**config.mk**
```make
export PLATFORM = sky130hd
export DESIGN_NAME = led_bcm_scanner_flat
export DESIGN_NICKNAME = d
export VERILOG_FILES = /design/src/rtl/led_bcm_scanner_if.sv /design/src/rtl/led_bcm_scanner.sv /design/src/flat_wrapper.sv
export SDC_FILE = /design/constraint.sdc
export NUM_CORES = 1
export LEC_CHECK = 0
export CORE_UTILIZATION = 40
export CTS_CLUSTER_DIAMETER = 200
export DETAILED_ROUTE_END_ITERATION = 6
export PLACE_DENSITY = 0.62
export SLEW_MARGIN = 20
export SYNTH_ARGS = -nofsm -noshare
export SYNTH_HDL_FRONTEND = slang
export SYNTH_SLANG_ARGS = --single-unit
```
**constraint.sdc**
```tcl
create_clock -name pll_clk -period 3.2 [get_ports pll_clk]
set_input_delay 0.48 -clock pll_clk [delete_from_list [all_inputs] [get_ports pll_clk]]
set_output_delay 0.48 -clock pll_clk [all_outputs]
set_load 0.01 [all_outputs]
```
**src/rtl/led_bcm_scanner_if.sv**
```systemverilog
// Signal bundle between the BCM scanner, its pixel painters and the panel pin cells.
// The scanner drives requests and panel pins; painters answer with pixel bits.
interface led_bcm_scanner_if #(
    parameter int COLS    = 64,
    parameter int ADDR_W  = 5,
    parameter int FRAME_W = 13
) ();
    localparam int XW = (COLS > 1) ? $clog2(COLS) : 1;

    logic               enable;
    logic [XW-1:0]      req_x;
    logic [ADDR_W-1:0]  req_addr;
    logic [2:0]         req_plane;
    logic [2:0]         px_rgb0;
    logic [2:0]         px_rgb1;
    logic [2:0]         led_rgb0;
    logic [2:0]         led_rgb1;
    logic [ADDR_W-1:0]  led_addr;
    logic [1:0]         blank;
    logic [1:0]         latch;
    logic [1:0]         sclk;
    logic [FRAME_W-1:0] frame;
    logic               frame_start;

    modport master (
        input  enable, px_rgb0, px_rgb1,
        output req_x, req_addr, req_plane, led_rgb0, led_rgb1, led_addr,
               blank, latch, sclk, frame, frame_start
    );

    modport slave (
        output enable, px_rgb0, px_rgb1,
        input  req_x, req_addr, req_plane, led_rgb0, led_rgb1, led_addr,
               blank, latch, sclk, frame, frame_start
    );
endinterface

```
**src/rtl/led_bcm_scanner.sv**
```systemverilog
// HUB75 scanner with binary-coded modulation: shifts the next bit-plane while the
// current one is lit, then latches it once the display timer has expired.
module led_bcm_scanner #(
    parameter int COLS       = 64,
    parameter int SCAN_ROWS  = 32,
    parameter int ADDR_W     = 5,
    parameter int DEPTH      = 4,
    parameter int BASE_TICKS = 8,
    parameter int FRAME_W    = 13
) (
    input  logic           pll_clk,
    input  logic           reset,
    led_bcm_scanner_if.master bus
);
    localparam int XW        = (COLS > 1) ? $clog2(COLS) : 1;
    localparam int MAX_TICKS = BASE_TICKS << (DEPTH - 1);
    localparam int TW        = $clog2(MAX_TICKS + 1);

    typedef enum logic [1:0] {SHIFT, WAIT, LATCH} state_t;

    state_t             state_reg, state_next;
    logic [XW-1:0]      x_reg;
    logic               issued_reg;
    logic               cap_reg;
    logic               cap_last_reg;
    logic               last_pulse_reg;
    logic [ADDR_W-1:0]  row_reg;
    logic [2:0]         plane_reg;
    logic [TW-1:0]      timer_reg;
    logic               primed_reg;
    logic [2:0]         rgb0_reg;
    logic [2:0]         rgb1_reg;
    logic [ADDR_W-1:0]  addr_reg;
    logic [1:0]         sclk_reg;
    logic [FRAME_W-1:0] frame_reg;

    logic last_plane;
    logic last_row;
    logic go;

    assign last_plane = (plane_reg == 3'(DEPTH - 1));
    assign last_row   = (row_reg == ADDR_W'(SCAN_ROWS - 1));
    assign go         = (timer_reg == '0) && bus.enable;

    always_ff @(posedge pll_clk or posedge reset) begin
        if (reset) state_reg <= SHIFT;
        else       state_reg <= state_next;
    end

    // Shift is complete in the cycle its last sclk pulse is on the pins.
    always_comb begin
        state_next = state_reg;
        case (state_reg)
            SHIFT:   if (last_pulse_reg) state_next = go ? LATCH : WAIT;
            WAIT:    if (go) state_next = LATCH;
            LATCH:   state_next = SHIFT;
            default: state_next = SHIFT;
        endcase
    end

    always_comb begin
        bus.latch       = 2'b00;
        bus.frame_start = 1'b0;
        bus.blank       = 2'b11;
        if (state_reg == LATCH) begin
            bus.latch       = 2'b11;
            bus.frame_start = (row_reg == '0) && (plane_reg == 3'd0);
        end else if (primed_reg && (timer_reg != '0)) begin
            bus.blank = 2'b00;
        end
    end

    always_ff @(posedge pll_clk or posedge reset) begin
        if (reset) begin
            x_reg          <= '0;
            issued_reg     <= 1'b0;
            cap_reg        <= 1'b0;
            cap_last_reg   <= 1'b0;
            last_pulse_reg <= 1'b0;
            row_reg        <= '0;
            plane_reg      <= 3'd0;
            timer_reg      <= '0;
            primed_reg     <= 1'b0;
            rgb0_reg       <= 3'd0;
            rgb1_reg       <= 3'd0;
            addr_reg       <= '0;
            sclk_reg       <= 2'b00;
            frame_reg      <= '0;
        end else begin
            cap_reg      <= 1'b0;
            cap_last_reg <= 1'b0;
            if ((state_reg == SHIFT) && !issued_reg) begin
                cap_reg      <= 1'b1;
                cap_last_reg <= (x_reg == XW'(COLS - 1));
                if (x_reg == XW'(COLS - 1)) issued_reg <= 1'b1;
                else                        x_reg      <= x_reg + 1'b1;
            end

            // Painter answers one cycle after the request; present it with one pulse.
            if (cap_reg) begin
                rgb0_reg <= bus.px_rgb0;
                rgb1_reg <= bus.px_rgb1;
                sclk_reg <= 2'b10;
            end else begin
                sclk_reg <= 2'b00;
            end
            last_pulse_reg <= cap_reg && cap_last_reg;

            if (state_reg == LATCH)     timer_reg <= TW'(BASE_TICKS) << plane_reg;
            else if (timer_reg != '0)   timer_reg <= timer_reg - 1'b1;

            // Address moves into the latch cycle itself so it only ever changes while blanked.
            if (state_next == LATCH) addr_reg <= row_reg;

            if (state_reg == LATCH) begin
                primed_reg <= 1'b1;
                x_reg      <= '0;
                issued_reg <= 1'b0;
                if (last_plane) begin
                    plane_reg <= 3'd0;
                    row_reg   <= last_row ? '0 : row_reg + 1'b1;
                    if (last_row) frame_reg <= frame_reg + 1'b1;
                end else begin
                    plane_reg <= plane_reg + 1'b1;
                end
            end
        end
    end

    assign bus.req_x     = x_reg;
    assign bus.req_addr  = row_reg;
    assign bus.req_plane = plane_reg;
    assign bus.led_rgb0  = rgb0_reg;
    assign bus.led_rgb1  = rgb1_reg;
    assign bus.led_addr  = addr_reg;
    assign bus.sclk      = sclk_reg;
    assign bus.frame     = frame_reg;
endmodule

```
**src/flat_wrapper.sv**
```systemverilog
// flat-port wrapper written by rule: the top's interface ports become plain ports
module led_bcm_scanner_flat 
#(
    parameter int COLS       = 64,
    parameter int SCAN_ROWS  = 32,
    parameter int ADDR_W     = 5,
    parameter int DEPTH      = 4,
    parameter int BASE_TICKS = 8,
    parameter int FRAME_W    = 13
)
  (pll_clk, reset, bus_enable, bus_px_rgb0, bus_px_rgb1, bus_req_x, bus_req_addr, bus_req_plane, bus_led_rgb0, bus_led_rgb1, bus_led_addr, bus_blank, bus_latch, bus_sclk, bus_frame, bus_frame_start);
  led_bcm_scanner_if #(.COLS(COLS), .ADDR_W(ADDR_W), .FRAME_W(FRAME_W)) bus_i ();
  input  logic pll_clk;
  input  logic reset;
  input wire logic [$bits(bus_i.enable)-1:0] bus_enable;
  input wire logic [$bits(bus_i.px_rgb0)-1:0] bus_px_rgb0;
  input wire logic [$bits(bus_i.px_rgb1)-1:0] bus_px_rgb1;
  output wire logic [$bits(bus_i.req_x)-1:0] bus_req_x;
  output wire logic [$bits(bus_i.req_addr)-1:0] bus_req_addr;
  output wire logic [$bits(bus_i.req_plane)-1:0] bus_req_plane;
  output wire logic [$bits(bus_i.led_rgb0)-1:0] bus_led_rgb0;
  output wire logic [$bits(bus_i.led_rgb1)-1:0] bus_led_rgb1;
  output wire logic [$bits(bus_i.led_addr)-1:0] bus_led_addr;
  output wire logic [$bits(bus_i.blank)-1:0] bus_blank;
  output wire logic [$bits(bus_i.latch)-1:0] bus_latch;
  output wire logic [$bits(bus_i.sclk)-1:0] bus_sclk;
  output wire logic [$bits(bus_i.frame)-1:0] bus_frame;
  output wire logic [$bits(bus_i.frame_start)-1:0] bus_frame_start;
  assign bus_i.enable = bus_enable;
  assign bus_i.px_rgb0 = bus_px_rgb0;
  assign bus_i.px_rgb1 = bus_px_rgb1;
  assign bus_req_x = bus_i.req_x;
  assign bus_req_addr = bus_i.req_addr;
  assign bus_req_plane = bus_i.req_plane;
  assign bus_led_rgb0 = bus_i.led_rgb0;
  assign bus_led_rgb1 = bus_i.led_rgb1;
  assign bus_led_addr = bus_i.led_addr;
  assign bus_blank = bus_i.blank;
  assign bus_latch = bus_i.latch;
  assign bus_sclk = bus_i.sclk;
  assign bus_frame = bus_i.frame;
  assign bus_frame_start = bus_i.frame_start;
  led_bcm_scanner #(.COLS(COLS), .SCAN_ROWS(SCAN_ROWS), .ADDR_W(ADDR_W), .DEPTH(DEPTH), .BASE_TICKS(BASE_TICKS), .FRAME_W(FRAME_W)) u_core (.pll_clk(pll_clk), .reset(reset), .bus(bus_i));
endmodule
```
==> run summary, run 1 <==
Synthesis and PnR results.

- The clock tree from TritonCTS reads built.
- Yosys reports that the leading cell type by area covers 55.64% of the netlist area.
- The maximum number of buffers from clock root to sink is 2.
- Counting the warning lines in the Yosys log gives 0.
- The detailed placer's ending HPWL reads 3286 um.
- The clock net sink count is 53.
- The global-route total usage across every layer reads 16.33%.
- The final layout net count reads 285.
- The leakage power summed over all cells is 1.342 nW.
- After floorplanning, the core was sized to cover 5608 sq um.
- The average footprint of a synthesized cell is 11.35 sq um.
- The net count after synthesis is 229.
- The kind of capture point of the worst setup path is an output pin.
- The worst supply voltage drop on vdd reads 0.3327 mV.
- The top-level port count reads 54.
- The synthesized area reads 2384 sq um.
- The chip area line of the yosys report is 2384 sq um.
- The flop and latch count out of synthesis is 53.
- The initial antenna violation count came to 0.
- OpenROAD emitted warnings numbering 30.
- The pin closest to its max-slew limit shows a slew of 0.6953 ns.
- The count of input and output buffers is 52.
- Based on the critical path, the design can be clocked at up to 340.9 MHz.
- The count of hold buffers inserted by post-cts repair is 0.
- The final routed wire length divided by cell count reads 13.50 um.
- The area taken by multi-input combinational cells is reported as 970.9 sq um.
- The antenna diode count is 0.
- Looking at the power breakdown, sequential logic takes 48.8% of the total.
- The layout cell share with drive strength beyond 1 is 8.989%.
- The first-pass GRT wire length is 7928 um.
- The placement summary gives the final routability congestion estimate as 0.7708.
- Clock-pin slew was measured on the worst setup and hold paths at 0.09 ns.
- The switching power summed over all nets reads 638.8 uW.
- On the final layout, the worst clock skew is 0.009319 ns.
- The number of violations of the max-capacitance limit reads 0.
- Max-slew check failures listed in the final report amount to 0.
- The power per cell area reads 644.8 nW/um^2.
- The total number of vias reads 1696.
- The tally of unique sky130hd cells used after synthesis reads 36.
- The via-per-instance ratio is 5.003.
- The flow ran to the end, and the final reports show no timing, DRC or antenna violations.
- Setup repair after global routing left no endpoint under its margin.
- Yosys reports that the most numerous cell types are sky130_fd_sc_hd__dfrtp_1, sky130_fd_sc_hd__nand2_1, sky130_fd_sc_hd__nand3_1.
- The number of hold-slack violations in the final timing report reads 0.
- STA puts the critical path data arrival time at 2.45 ns.
- The worst setup path is launched from a flop.
- The final tally of setup violations reads 0.
- The number of flip-flops under the largest register name is 13.
- The post-route DRC violation count reads 0.
- Counting flops with a built-in enable in the synthesized netlist gives 0.
- The post-route clock period utilization is 91.67%.
- The switching share of power is 32.38%.
- The startpoint-to-endpoint class of the critical path reads flop to output pin.
- The required arrival time at the worst endpoint is 2.72 ns.
- The first-iteration detailed-routing DRC count reads 83.
- The proportion of power drawn by the clock network reads 18.1%.
- The post-cts gate resize count reads 0.
- The remaining number of nets flagged by the antenna check after routing is 0.
- The sequential cell area fraction in the yosys report reads 55.64%.
- The first-pass detailed-route iteration total reads 4.
- The final layout reports a setup TNS of 0 ns.
- The floorplan has 27 rows.
- The cell at the root of the clock tree reads sky130_fd_sc_hd__clkbuf_8.
- The routed wire length is 4577 um.
- The path category of the worst min-delay check reads flop to flop.
- The relative contribution of combinational cells to total power reads 33.1%.
- The deepest level of the CTS H-tree reads 2.
- The predominant post-synthesis flop cell is sky130_fd_sc_hd__dfrtp_1.
- The die is 79.20 um wide.
- The biggest area contributor in the post-synthesis netlist is sky130_fd_sc_hd__dfrtp_1.
- The clock period minus final worst setup slack reads 2.933 ns.
- The share of flip-flops with an asynchronous set or reset reads 100.0%.
- The area growth from synthesis to layout is 28.35%.
- The main area contributors are sky130_fd_sc_hd__dfrtp_1, sky130_fd_sc_hd__mux2_2, sky130_fd_sc_hd__ha_1, sky130_fd_sc_hd__xnor2_1, sky130_fd_sc_hd__nand3_1.
- The yosys stat cell total reads 210.
- The headroom to the max-slew limit reads 53.58%.
- The TritonCTS buffer count reads 5.
- The internal power consumption is 1.334 mW.
- The layout report lists the combined flip-flop and latch area as 1326 sq um.
- The total overflow reported by the global router is 0.
- The maximum number of pins on one net before global-route repair reads 35.
- The end-of-flow core utilization is 54.55%.
- For this configuration, the core starts out at a cell density of 42.50%.
- The pre-CTS setup slack reads 0.5932 ns.
- The number of setup buffers added after CTS is 0.
==> run 1: layout by cell type (no fill, tap or decap), drive strengths merged, types with 3 or more instances in the layout <==
| cell type | count |
|---|---|
| dfrtp | 53 |
| clkdlybuf4s50 | 52 |
| nand2 | 16 |
| nand3 | 15 |
| xnor2 | 14 |
| mux2 | 12 |
| nor2 | 11 |
| o21ai | 10 |
| ha | 10 |
| inv | 10 |
| clkbuf | 8 |
| nor3 | 7 |
| nand2b | 6 |
| nand4 | 5 |
| a21oi | 5 |
| a211oi | 4 |
| buf | 4 |
| nand3b | 3 |
==> run 1: final cells by class <==
cell class	instances	share of cell area (%)
inverters	11	1.350
multi-input cells	139	31.74
repair buffers	56	18.00
flip-flops and latches	53	43.35
well taps	72	2.945
clock buffers	8	2.618
==> run 1: worst max-delay path, stage by stage (launching register included) <==
cell and delay, ns:
sky130_fd_sc_hd__dfrtp_1 0.41, sky130_fd_sc_hd__inv_1 0.07, sky130_fd_sc_hd__ha_1 0.17, sky130_fd_sc_hd__or3b_4 0.40
sky130_fd_sc_hd__or4_1 0.43, sky130_fd_sc_hd__nand3_1 0.13, sky130_fd_sc_hd__clkdlybuf4s50_1 0.55
==> run 1: metrics by stage <==
step / hold WS (ns) / instance area [sq um] / power (mW) / cells
after floorplan: 0.3519 / 2384 / 1.363 / 210
after global placement: 0.4567 / 2979 / 1.623 / 331
after detailed placement: 0.4557 / 2979 / 1.638 / 331
after CTS: 0.4778 / 3059 / 2.001 / 339
after global routing: 0.5066 / 3059 / 2.133 / 339
final: 0.4748 / 3059 / 1.973 / 339
==> run 1: routing by layer <==
layer / part of all wire, % / wire length, um / global-route usage (%)
met1: 49 / 2249 / 22.71
met2: 45 / 2037 / 24.91
met3: 4.7 / 217 / 3.563
met4: 1.6 / 73 / 6.000
met5: 0 / 0 / 0
==> run 1: power by group through the flow <==
stage	registers, mW	clock network [mW]	logic (mW)
after detailed placement	0.978	0	0.660
after global placement	0.974	0	0.649
after floorplan	0.977	0	0.386
final	0.964	0.357	0.652
after CTS	0.965	0.374	0.662
after global routing	0.996	0.399	0.738
==> run 1: path summary, 6_finish.rpt <==
check,startpoint,to,slack (ns),depth (start not counted)
worst max-delay path,u_core.timer_reg[0],bus_blank[0],0.27,6
worst min-delay path,u_core.issued_reg,u_core.cap_last_reg,0.47,1
worst max register to register,u_core.timer_reg[0],u_core.bus.led_addr[0],0.64,7
worst min register to register,u_core.issued_reg,u_core.cap_last_reg,0.47,1
max in group asynchronous,reset,u_core.timer_reg[1],1.94,3
min in group asynchronous,reset,u_core.bus.frame[5],0.61,2
==> run 1: logic make-up (layout without fill, tap and decap cells) <==
group                      count (synthesis)  in the layout  share of synthesized area [%]
and+or+nand+nor                           75             75                          17.32
AOI/OAI and AO/OA                         24             24                          6.037
DFF                                       53             53                          55.64
buffers and inverters                     18             75                          3.622
muxes                                     13             13                          6.089
other                                      1              1                         0.1573
adders and majority gates                 10             10                          5.249
xor gates and xnor gates                  16             16                          5.880
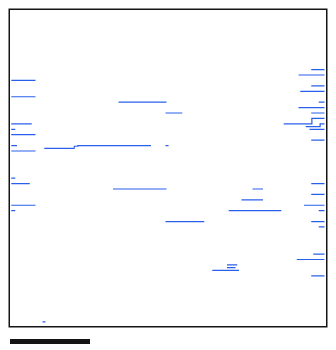
run_1/layer_met3.png
Scale bar: 20 um.
longest straight run	18.2 um
share of all routed wire	4.7%

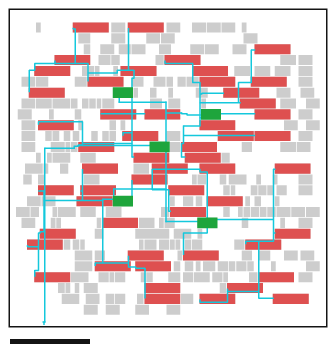
run_1/clk_routes.png
Scale bar: 20 um.
[flip-flops] red | count: 53
[clock wires] cyan | length: 626 um
[clock drivers] green | count: 5
flops lie	spread over the die
routed clock nets	6
total clock network power: 357 uW
Latency at later pin: 0.30 ns

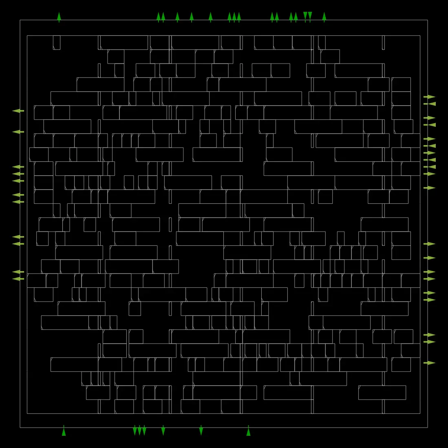
run_1/placement.png
number of flip-flops and latches: 53
post-route non-filler standard cell count: 339
fill cell count: 540
Well Taps: 72

==> run 2, diff against run 1 <==
CAP_MARGIN = 20   (was not set)
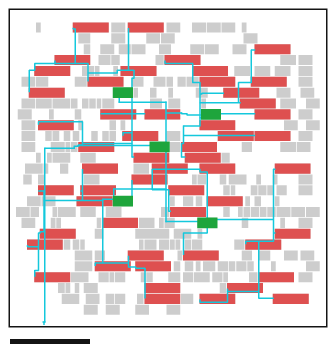
run_2/clk_routes.png
Scale bar: 20 um.
[flip-flops] red | count: 53
[clock drivers] green | count: 5
[clock wires] cyan | length: 626 um
flops lie	spread over the die

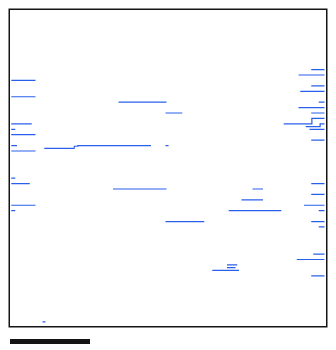
run_2/layer_met3.png
Scale bar: 20 um.
share of all routed wire	4.7%
longest straight run	18.2 um

==> run summary, run 2 <==
Synthesis and PnR results.

- The main area contributors are sky130_fd_sc_hd__dfrtp_1, sky130_fd_sc_hd__mux2_2, sky130_fd_sc_hd__ha_1, sky130_fd_sc_hd__xnor2_1, sky130_fd_sc_hd__nand3_1.
- The number of flip-flops under the largest register name came to 13 (unchanged).
- The number of violations of the max-capacitance limit is 0 (unchanged).
- The area growth from synthesis to layout is 28.35% (unchanged).
- The count of yosys warnings during synthesis is 0 (unchanged).
- The first-pass GRT wire length reads 7928 um (unchanged).
- The effective utilization at floorplan is 42.50% (unchanged).
- The internal power consumption is 1.334 mW (unchanged).
- The predominant post-synthesis flop cell is sky130_fd_sc_hd__dfrtp_1.
- The tally of unique sky130hd cells used after synthesis is 36 (unchanged).
- In the synthesized netlist, the cells that appear most often are sky130_fd_sc_hd__dfrtp_1, sky130_fd_sc_hd__nand2_1, sky130_fd_sc_hd__nand3_1.
- The post-route clock period utilization came to 91.67% (unchanged).
- The deepest level of the CTS H-tree reads 2 (unchanged).
- The clock tree from TritonCTS is built.
- The first-iteration detailed-routing DRC count is 83 (unchanged).
- The via-per-instance ratio is 5.003 (unchanged).
- The cell at the root of the clock tree is sky130_fd_sc_hd__clkbuf_8.
- The final routed wire length divided by cell count reads 13.50 um (unchanged).
- The cell depth of the worst min-delay path is 1 (unchanged).
- The number of OpenROAD warnings is 30 (unchanged).
- The sequential cell area fraction in the yosys report reads 55.64% (unchanged).
- The share of Yosys cell area claimed by the top area cell type reads 55.64% (unchanged).
- The maximum number of buffers from clock root to sink reads 2 (unchanged).
- The worst path buffer plus inverter count was 2 (unchanged).
- The final hold slack reads 0.4748 ns (unchanged).
- The met2 layer usage reported by global route is 24.91% (unchanged).
- The switching power summed over all nets is 638.8 uW (unchanged).
- The clock period minus final worst setup slack is 2.933 ns (unchanged).
- The routed wire length is 4577 um (unchanged).
- The startpoint type of the worst setup path reads a flop.
- The final tally of setup violations is 0 (unchanged).
- The capture point of the worst reg-to-reg path reads u_core.bus.led_addr[0].
- The initial antenna violation count reads 0 (unchanged).
- The number of flops mapped to enable cells by yosys came to 0 (unchanged).
- The post-route DRC violation count was 0 (unchanged).
- The transition time at the pin with the least slew margin is 0.6953 ns (unchanged).
- The clock net sink count came to 53 (unchanged).
- The total negative slack came to 0 ns (unchanged).
- The worst-skew pair later-pin latency is 0.30 ns (about the same).
- The worst supply voltage drop on vdd reads 0.3327 mV (unchanged).
- The met1 track utilization from global routing is 22.71% (unchanged).
- The total power reads 1.973 mW (unchanged).
- The critical path data arrival time reads 2.45 ns (about the same).
- The count of hold buffers inserted by post-cts repair was 0 (unchanged).
- The post-CTS setup-driven buffer insertion count is 0 (unchanged).
- The longest individual stage delay on the worst path is 0.55 ns (about the same).
- The final weighted congestion of routability-driven global placement reads 0.7708 (unchanged).
- The yosys stat cell total is 210 (unchanged).
- The clock slew seen by the registers of the worst setup and hold paths is 0.09 ns (about the same).
- The synthesized area reads 2384 sq um (unchanged).
- The headroom to the max-slew limit is 53.58% (unchanged).
- The final layout net count is 285 (unchanged).
- The startpoint-to-endpoint class of the critical path is flop to output pin.
- The relative contribution of combinational cells to total power is 33.1% (about the same).
- For the worst min-delay path, the startpoint reported by OpenROAD is u_core.issued_reg.
- Setup repair after global routing left no endpoint under its margin.
- The share of power burned in registers reads 48.8% (about the same).
- The fill cell instance count of the final layout came to 540 (unchanged).
- The global routing usage on met3 is 3.563% (unchanged).
- Looking at the hold checks, the worst path lands on u_core.cap_last_reg.
- The flow ran to the end, and the final reports show no timing, DRC or antenna violations.
- The pre-CTS setup slack is 0.5932 ns (unchanged).
- The width of the die came to 79.20 um (unchanged).
- The count of input and output buffers is 52 (unchanged).
- The maximum number of pins on one net before global-route repair is 35 (unchanged).
- The final tally of max-slew violations came to 0 (unchanged).
- The proportion of power drawn by the clock network reads 18.1% (about the same).
- The leakage power summed over all cells is 1.342 nW (unchanged).
- The switching share of power is 32.38% (unchanged).
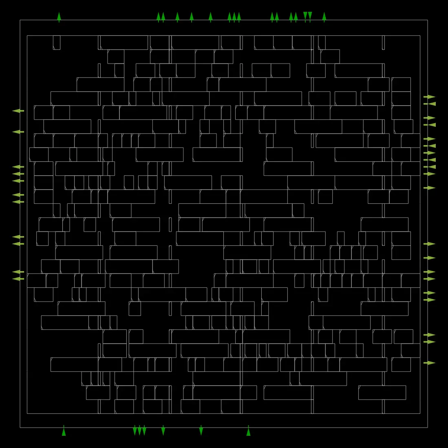
run_2/placement.png
sequential cell area share: 43.35%
Floorplan Core Area: 5608 sq um
standard-cell row count: 27
Final Core Density: 54.55%

## run 2: cell counts after synthesis
Identical to the previous run, type by type.
## run 2: worst max-delay path by stage
| stage | from | to | depth (start not counted) |
|---|---|---|---|
| final | u_core.timer_reg[0] | bus_blank[0] | 6 |
| after global routing | u_core.timer_reg[0] | bus_blank[1] | 6 |
| after CTS | u_core.timer_reg[0] | bus_blank[0] | 6 |
| after detailed placement | u_core.timer_reg[0] | bus_blank[0] | 6 |
| after global placement | u_core.timer_reg[0] | bus_blank[1] | 6 |
| after floorplan | u_core.timer_reg[0] | u_core.bus.led_addr[0] | 7 |
## run 2: worst reg2reg max path, cell delays in order (launching register included)
cell                      delay [ns]
sky130_fd_sc_hd__dfrtp_1        0.41
sky130_fd_sc_hd__inv_1          0.07
sky130_fd_sc_hd__ha_1           0.17
sky130_fd_sc_hd__or3b_4         0.40
sky130_fd_sc_hd__or4_1          0.43
sky130_fd_sc_hd__buf_4          0.19
sky130_fd_sc_hd__nor4b_4        0.40
sky130_fd_sc_hd__mux2_2         0.38
## run 2: layout make-up
type	instances	area [sq um]	area share, %
flip-flops and latches	53	1326	43.35
multi-input cells	139	970.9	31.74
repair buffers	56	550.5	18.00
well taps	72	90.09	2.945
clock buffers	8	80.08	2.618
inverters	11	41.29	1.350
## run 2: routing by layer
metal  share of wire [%]  routed length [um]
met1                  49                2249
met2                  45                2037
met3                 4.7                 217
met4                 1.6                  73
met5                   0                   0
## run 2: cells by family after synthesis
group,synth area share (%)
AND-OR/OR-AND,6.037
XOR/XNOR,5.880
adder cells (fa/ha/maj),5.249
buffers and inverters,3.622
flip-flops,55.64
multiplexers,6.089
other,0.1573
AND/OR/NAND/NOR,17.32
## run 2: power by group through the flow
stage | Sequential, mW | Clock [mW] | Combinational [mW]
after global placement | 0.974 | 0 | 0.649
after detailed placement | 0.978 | 0 | 0.660
after CTS | 0.965 | 0.374 | 0.662
after global routing | 0.996 | 0.399 | 0.738
final | 0.964 | 0.357 | 0.652
after floorplan | 0.977 | 0 | 0.386
Power is estimated from default activity; no workload was simulated.
